==> config.mk <==
export PLATFORM = sky130hd
export DESIGN_NAME = uart_tx_fifo
export DESIGN_NICKNAME = d
export VERILOG_FILES = /design/src/rtl/uart_pkg.sv /design/src/rtl/uart_tx_fifo_sync_fifo.sv /design/src/rtl/uart_tx_fifo.sv
export SDC_FILE = /design/constraint.sdc
export NUM_CORES = 1
export LEC_CHECK = 0
export CAP_MARGIN = 15
export CORE_UTILIZATION = 25
export DETAILED_ROUTE_END_ITERATION = 7
export PLACE_DENSITY_LB_ADDON = 0.15
export SETUP_SLACK_MARGIN = 0.1
export SLEW_MARGIN = 20
export SYNTH_ARGS = -nofsm -noshare
export SYNTH_HDL_FRONTEND = slang
export SYNTH_HIERARCHICAL = 1
export SYNTH_SLANG_ARGS = --single-unit
==> constraint.sdc <==
create_clock -name CLK100MHZ -period 9.1 [get_ports CLK100MHZ]
set_clock_uncertainty 0.2 [all_clocks]
set_input_delay 1.82 -clock CLK100MHZ [delete_from_list [all_inputs] [get_ports CLK100MHZ]]
set_output_delay 1.82 -clock CLK100MHZ [all_outputs]
set_load 0.02 [all_outputs]
**Run 1: congestion heat map**

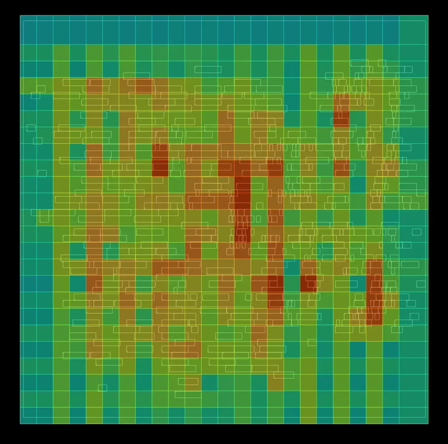
Finished Core Util: 0.298
GR Util met1: 0.151

**Run 1: gate families picked out**

Scale bar: 50 µm.
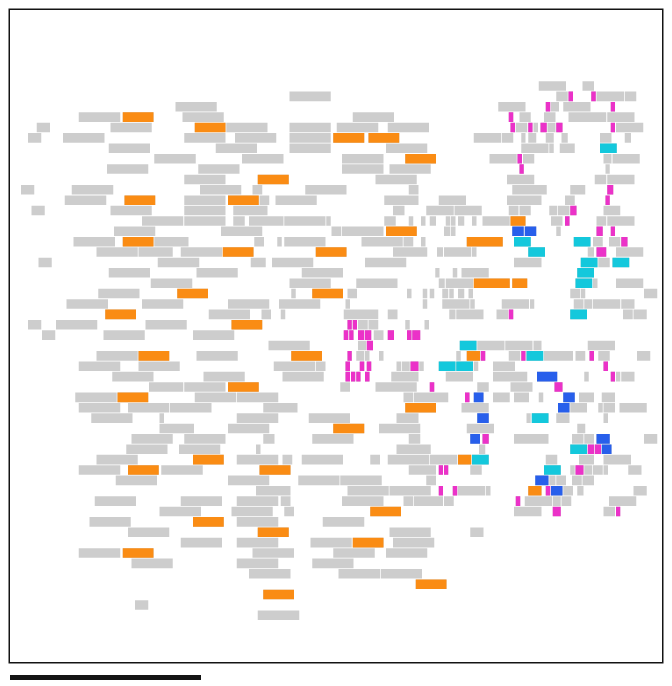
| colour | family | cells |
|---|---|---|
| magenta | NOR gates | 60 |
| blue | AND-OR and OR-AND gates | 12 |
| orange | multiplexers | 39 |
| cyan | adder and majority cells | 17 |
logic share of the area: 0.273
fin cells: 872

**Run 1: close-up of the layout**

Scale bar: 10 µm. Window x 108 to 148, y 23 to 63 µm. Cells in grey, sequential cells in the stronger grey; small squares are vias.
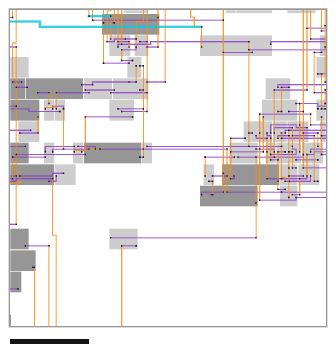
| colour | layer |
|---|---|
| orange | met2 |
| purple | met1 |
| cyan | met3 |
sequential cells in the window: 7
most frequent: nor2_1 (6), dfxtp_1 (6)
cells with their middle in the window: 36

**Run 1: metal 3**

Scale bar: 50 µm.
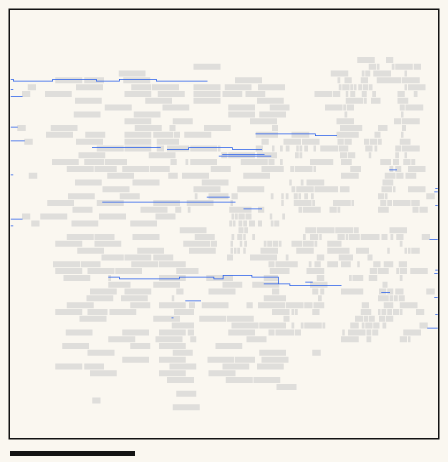
longest straight run: 52.9 µm
main direction: horizontal
nets with wire on the layer: 25
share of all routed wire: 2.8%
wire length on this layer: 440 µm
met3 Use GR: 0.0298
vias: 3872
routed wire length: 15900 µm

==> metrics.cfg, run 1 <==
[status]
status=finished clean

[worst_setup_path]
path_class=flip-flop to output pin
cp_slowest_stage_delay_ns=0.61
crit_required_ns=7.08
cp-start-kind=flip-flop
path_cells=or4_4 -> nor2_1 -> inv_1 -> clkdlybuf4s50_1
cp.arrival_ns=2.15
path_buffers=2
cp.depth=4
slowest_stage=or4_4
cpLargestDelayFamily=simple AND/OR/NAND/NOR gates
r2r_setup_slack_ns=5.05
endpoint_kind=output pin
reg2reg_depth=13

[layout]
layout.nets=509
seq_area_frac=0.564
largest_class=flip-flops and latches
layout.cells.most_common=edfxtp_1
area_delta_synth_final_pct=16.9
fillers=2814
ff_count=171
n_all_buffers=25
inverters_excl_clock=11
lay_top_cells=edfxtp_1, dfxtp_1, nor2_1, nand2_1, mux4_2
clkCellAreaFrac=0.0729
drive_gt1_frac=0.170
buffer_area_frac=0.0279
logic_gate_count=255
final_cell_area_um2=8340
diodes=0

[route]
drt_iter0_drc=276
ant_nets=0
met3_length_um=439
viasPerCell=4.44
wl_met1_um=7610
met2WireLength_um=7750
wl_per_cell_um=18.2
top_layer_used=met4
drc=0

[timing]
fin_ws_ns=4.93
final_max_slew_viol_count=0
setup-violations-final=0
worstMarginPinSlew_ns=1.06
slew_headroom=0.288
rsz0062_at_grt=false
hold_viol=0
timing.fmax_mhz=240
finalSetupTns_ns=0
period_needed_ns=4.17

[placed_design]
port-buffer-count=18
hpwl_um=9870
dpl.cell_count=840
pre_cts_ws_ns=4.68
gp_congestion=0.745
dpl_cell_area_um2=7730

[synthesis]
ys_async_sr_fraction=0
yosys.area_share.xor_xnor=0.0197
edf_count=128
ff_type=edfxtp_1
synthMuxAreaShare=0.116
ys_sh_adder=0.0298
avgSynthCellArea_um2=15.5
synth.distinct_cells=66
yosys_register_bits=171
synthAoiAreaFrac=0.0656
synth_seq_share=0.660
top_cells_by_count=edfxtp_1, dfxtp_1, nor2_1
ys_area_um2=7130
syn-num-nets=487
yosys.area.top_type=edfxtp_1
ys_sh_simple=0.0884
top_area_frac=0.539
synth_cells=459
yosysMostFrequentCell=edfxtp_1
synth_area_um2=7130
topCellsByArea=edfxtp_1, dfxtp_1, mux4_2
ys_warn_count=6
topCombFamilyByArea=multiplexers
ys_cells=459

[job]
warning_count=34
cap_violations=0

[floorplanning]
fp_util=0.255
row_count=61
coreArea_um2=27900
io-pin-count=19
tapCellCount=378
die-area_um2=29200
die_x_um=171

[global_routing]
grt-ovfl-total=0
grt_usage=0.117
antenna_found_initial=0
use_met2=0.194
grt_pass1_vias=4001
grt_max_degree=35
busiest_layer=met2
grt_pass1_wl_um=24400

[cts]
cts_root_buf=clkbuf_16
cts.sinks=171
ctsResizeCount=0
clk_pin_slew_ns=0.07
hold_buffers=0
insertion_delay_ns=0.42
cts-htree-levels=4
cts_tree=done
cts_setup_buffers=0
cts_buffers=17

[hold_path]
worstHoldPathType=flip-flop to flip-flop
holdPathStages=2

[power]
p_sw_uw=709
power.density_nw_per_um2=273
swShare=0.311
powerClk_uw=745
comb_power_share=0.263
p_total_uw=2280
powerSeq_uw=934
ir_worst_vdd_uv=136
power_frac_seq=0.410
top_power_group=registers
leakage_uw=0.00274
internal-power_uw=1570

==> run 2: changes to the inputs <==
- clock period: 9.1 -> 3.36 ns (I/O delays scaled with it)
**Run 2: congestion heat map**

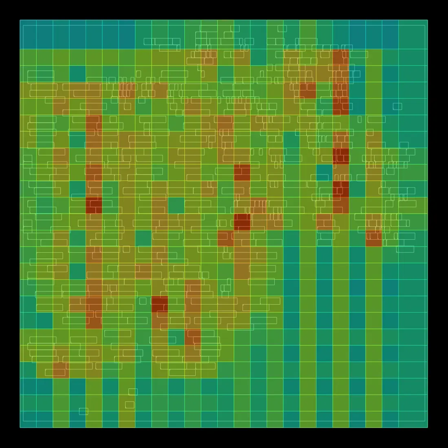
gr busiest metal: met2
met3 Use GR: 0.0243
wire per inst: 16.8 µm

==> metrics.cfg, run 2 <==
[status]
status=finished clean  ; unchanged

[synthesis]
yosysMostFrequentCell=edfxtp_1  ; unchanged
top_area_frac=0.539  ; unchanged
synthAoiAreaFrac=0.0656  ; unchanged
synthMuxAreaShare=0.116  ; unchanged
topCombFamilyByArea=multiplexers  ; unchanged
top_cells_by_count=edfxtp_1, dfxtp_1, nor2_1  ; unchanged
synth_seq_share=0.660  ; unchanged
ys_cells=459  ; unchanged
synth_area_um2=7130  ; unchanged
yosys.area_share.xor_xnor=0.0197  ; unchanged
yosys.area.top_type=edfxtp_1  ; unchanged
ys_async_sr_fraction=0  ; unchanged
ff_type=edfxtp_1  ; unchanged
ys_sh_simple=0.0884  ; unchanged
yosys_register_bits=171  ; unchanged
syn-num-nets=487  ; unchanged
synth.distinct_cells=66  ; unchanged

[route]
met2WireLength_um=7400  ; was 7750 µm
met3_length_um=300  ; was 439 µm
viasPerCell=4.33  ; was 4.44
wl_met1_um=7090  ; was 7610 µm
drt_iter0_drc=166  ; was 276
drt_wl_total_um=14900  ; was 15900 µm
route.vias.total=3844  ; was 3872
top_layer_used=met4  ; unchanged

[worst_setup_path]
path_buffers=3  ; was 2
slowest_stage=or4_4  ; unchanged
crit_required_ns=2.49  ; was 7.08 ns
cpLargestDelayFamily=buffers and inverters  ; was simple AND/OR/NAND/NOR gates
cp_slowest_stage_delay_ns=0.59  ; was 0.61 ns
endpoint_kind=output pin  ; unchanged
cp-start-kind=flip-flop  ; unchanged
cp.depth=5  ; was 4
path_cells=or4_4 -> buf_4 -> nor2_1 -> inv_1 -> clkdlybuf4s50_1  ; was or4_4 -> nor2_1 -> inv_1 -> clkdlybuf4s50_1
cp.arrival_ns=2.25  ; was 2.15 ns
r2r_setup_slack_ns=0.31  ; was 5.05 ns

[timing]
finalSetupTns_ns=0  ; unchanged
slew_headroom=0.515  ; was 0.288
period_needed_ns=3.12
hold_viol=0  ; unchanged
setup-violations-final=0  ; unchanged
fin_ws_ns=0.236  ; was 4.93 ns

[power]
powerSeq_uw=2550  ; was 934 µW
power.density_nw_per_um2=748  ; was 273 nW/µm²
swShare=0.329  ; was 0.311
internal-power_uw=4290  ; was 1570 µW
p_total_uw=6400  ; was 2280 µW

[floorplanning]
row_count=61  ; unchanged
fp_util=0.255  ; unchanged
io-pin-count=19  ; unchanged
coreArea_um2=27900  ; unchanged
tapCellCount=378  ; unchanged
die-area_um2=29200  ; unchanged

[layout]
ff_count=171  ; unchanged
final-instance-count-excl-fill=888  ; was 872
drive_gt1_frac=0.216  ; was 0.170
n_all_buffers=41  ; was 25
largest_class=flip-flops and latches  ; unchanged
diodes=0  ; unchanged
inverters_excl_clock=11  ; unchanged
logic_gate_count=255  ; unchanged
layout.cells.most_common=edfxtp_1  ; unchanged
final_cell_area_um2=8550  ; was 8340 µm²
fin_util=0.306  ; was 0.298
area_delta_synth_final_pct=19.9  ; was 16.9%
seq_area_frac=0.551  ; was 0.564
layout.nets=525  ; was 509
fillers=2799  ; was 2814
clkCellAreaFrac=0.0762  ; was 0.0729
buffer_area_frac=0.0427  ; was 0.0279

[cts]
insertion_delay_ns=0.44  ; was 0.42 ns
clk_pin_slew_ns=0.08  ; was 0.07 ns
cts-htree-levels=4  ; unchanged
cts_tree=done  ; unchanged
hold_buffers=0  ; unchanged
cts_buffers=17  ; unchanged
cts_setup_buffers=0  ; unchanged

[job]
cap_violations=0  ; unchanged
warning_count=34  ; unchanged

[hold_path]
holdPathStages=2  ; unchanged
worstHoldPathType=flip-flop to flip-flop  ; unchanged

[global_routing]
grt-ovfl-total=0  ; unchanged
grt_usage=0.113  ; was 0.117
grt_max_degree=34  ; was 35
use_met2=0.187  ; was 0.194
antenna_found_initial=0  ; unchanged
grt_pass1_vias=4132  ; was 4001
grt_pass1_wl_um=24400  ; about the same

[placed_design]
hpwl_um=10000  ; was 9870 µm
dpl.cell_count=856  ; was 840
port-buffer-count=18  ; unchanged
pre_cts_ws_ns=0.113  ; was 4.68 ns
gp_congestion=0.703  ; was 0.745

Power and IR drop assume default switching activity.
